==> config.mk <==
export PLATFORM = sky130hd
export DESIGN_NAME = term_tx_scheduler
export DESIGN_NICKNAME = d
export VERILOG_FILES = /design/src/rtl/term_tx_scheduler.sv
export SDC_FILE = /design/constraint.sdc
export NUM_CORES = 1
export LEC_CHECK = 0
export CAP_MARGIN = 40
export CORE_MARGIN = 10
export CORE_UTILIZATION = 58
export DETAILED_ROUTE_END_ITERATION = 6
export PLACE_DENSITY = 0.9
export SETUP_SLACK_MARGIN = 0.05
export SLEW_MARGIN = 25
export SYNTH_ARGS = -nofsm -noshare
export SYNTH_HDL_FRONTEND = slang
export SYNTH_SLANG_ARGS = --single-unit
==> constraint.sdc <==
create_clock -name clk -period 6.6 [get_ports clk]
set_input_delay 0.99 -clock clk [delete_from_list [all_inputs] [get_ports clk]]
set_output_delay 0.99 -clock clk [all_outputs]
set_load 0.05 [all_outputs]
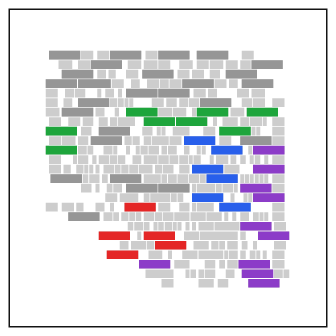
Figure 1: sequential cells coloured by netlist name.
- row_q: red (sequential cells 5)
- o_mem_addr: purple (sequential cells 10)
- r_data_q: green (sequential cells 8)
- col_q: blue (sequential cells 6)
Power Sequential: 0.611 mW
flop share of the area: 39.9%

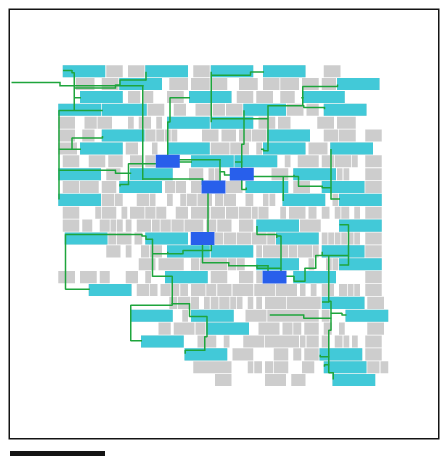
Figure 2: clock distribution.
Scale bar: 20 um.
- flip-flops: cyan (count 55)
- clock-net drivers: blue (count 5)
- clock wires: green (length 597 um)
- routed clock nets: 6
Setup Skew: 0.00952 ns
Late-Pin Clk Latency: 0.30 ns
clock network power share: 12.7%

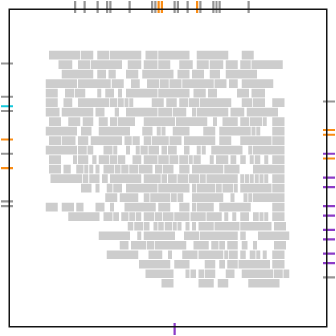
Figure 3: I/O pins on the die edge.
Pins as bars across the die edge, other pins in grey.
- i_mem_data: orange (pins 8; direction input; edge 3 right, 3 top, 2 left)
- o_mem_addr: purple (pins 10; direction output; edge 9 right, 1 bottom)
- o_tx_v: cyan (pins 1; direction output; edge left)
port bufs: 42
die height: 90.5 um

==> impl_metrics.toml <==
# yosys + openroad results
[place]
place_ws_ns = 3.84
hpwlAfterDp_mm = 4.66
place_inst = 370

[clock_tree]
numCtsBuffers = 5
cts_setup_buffers = 0
clock_path_buffers = 2
cts.sinks = 55
cts_root_buffer = "clkbuf_8"
htree_num_levels = 2

[hold_path]
whs_path_depth = 2

[final_timing]
worst_pin_slew_ns = 0.735
setup_violations = 0
grt_setup_unrepaired = "no"
slew_violations = 0
min_period_ns = 2.66
fin_ws_ns = 3.94
final.setup.tns_ns = 0
min_period_over_period_pct = 40.3

[die]
pin_count = 43
fp.dieW_um = 90.5
rows = 25
die_area_um2 = 8180
taps = 67

[yosys]
synthMuxAreaShare_pct = 6.82
syn_nets = 305
yosys_cells = 270
area_leaders = "dfrtp_1 (47%), ha_1 (5.2%), mux2_2 (5.1%)"
syn-cell-area_um2 = 2880
ys.flops = 55
yosysSeqAreaShare_pct = 47.8
edf_count = 0
yosysTopAreaCell = "dfrtp_1"
simple_gate_area_share_pct = 13.7
yosysMostFrequentCell = "dfrtp_1"
async_flop_share_pct = 100

[global_route]
grt_pass1_wl_mm = 10.6
grt_pass1_vias = 2202
grt_usage_pct = 15.1
grtUsageMet1_pct = 20.2
grt.busiest_layer = "met2"
use_met2_pct = 24.1
antenna_found_initial = 0

[detailed_routing]
ant_nets = 0
wl_per_cell_um = 16.3
vias_per_cell = 5.87
wl_met1_mm = 2.72
drt_iter0_drc = 226
routed-wl-met3_um = 404
num_vias = 2220

[power_and_ir_drop]
maxPowerGroup = "combinational logic"
p_leak_nw = 1.51
combPwrFrac_pct = 52.1
ir_drop_mv = 0.341
p_seq_share_pct = 35.1
netSwitchingPower_mw = 0.768
p_int_mw = 0.970
powerClk_mw = 0.221

[worst_setup_path]
arrival_ns = 1.67
end_kind = "output port"
cpMaxStageDelayCell = "clkdlybuf4s50_1"
path_cells = "clkdlybuf4s50_1"
slowest_delay_ns = 0.87
r2r_slack_ns = 4.21
critPathLaunchType = "register"
crit_fanout = 7
critPathBufInv = 1
crit_type = "register to output port"

[cells_and_area]
sh_comb_area_pct = 40.5
largest_reg_flops = 10
drive_above_1_share_pct = 10.6
post-route-util_pct = 72.6
lay_top_count = "dfrtp_1"
buffer_area_share_pct = 12.3
logic_area_um2 = 1400
top_area_cell_class = "multi-input combinational cells"
num-nonclk-inverters = 16
seq_cell_count = 55
seqCellArea_um2 = 1380

[status]
outcome = "completed"
Power is estimated from default activity; no workload was simulated.
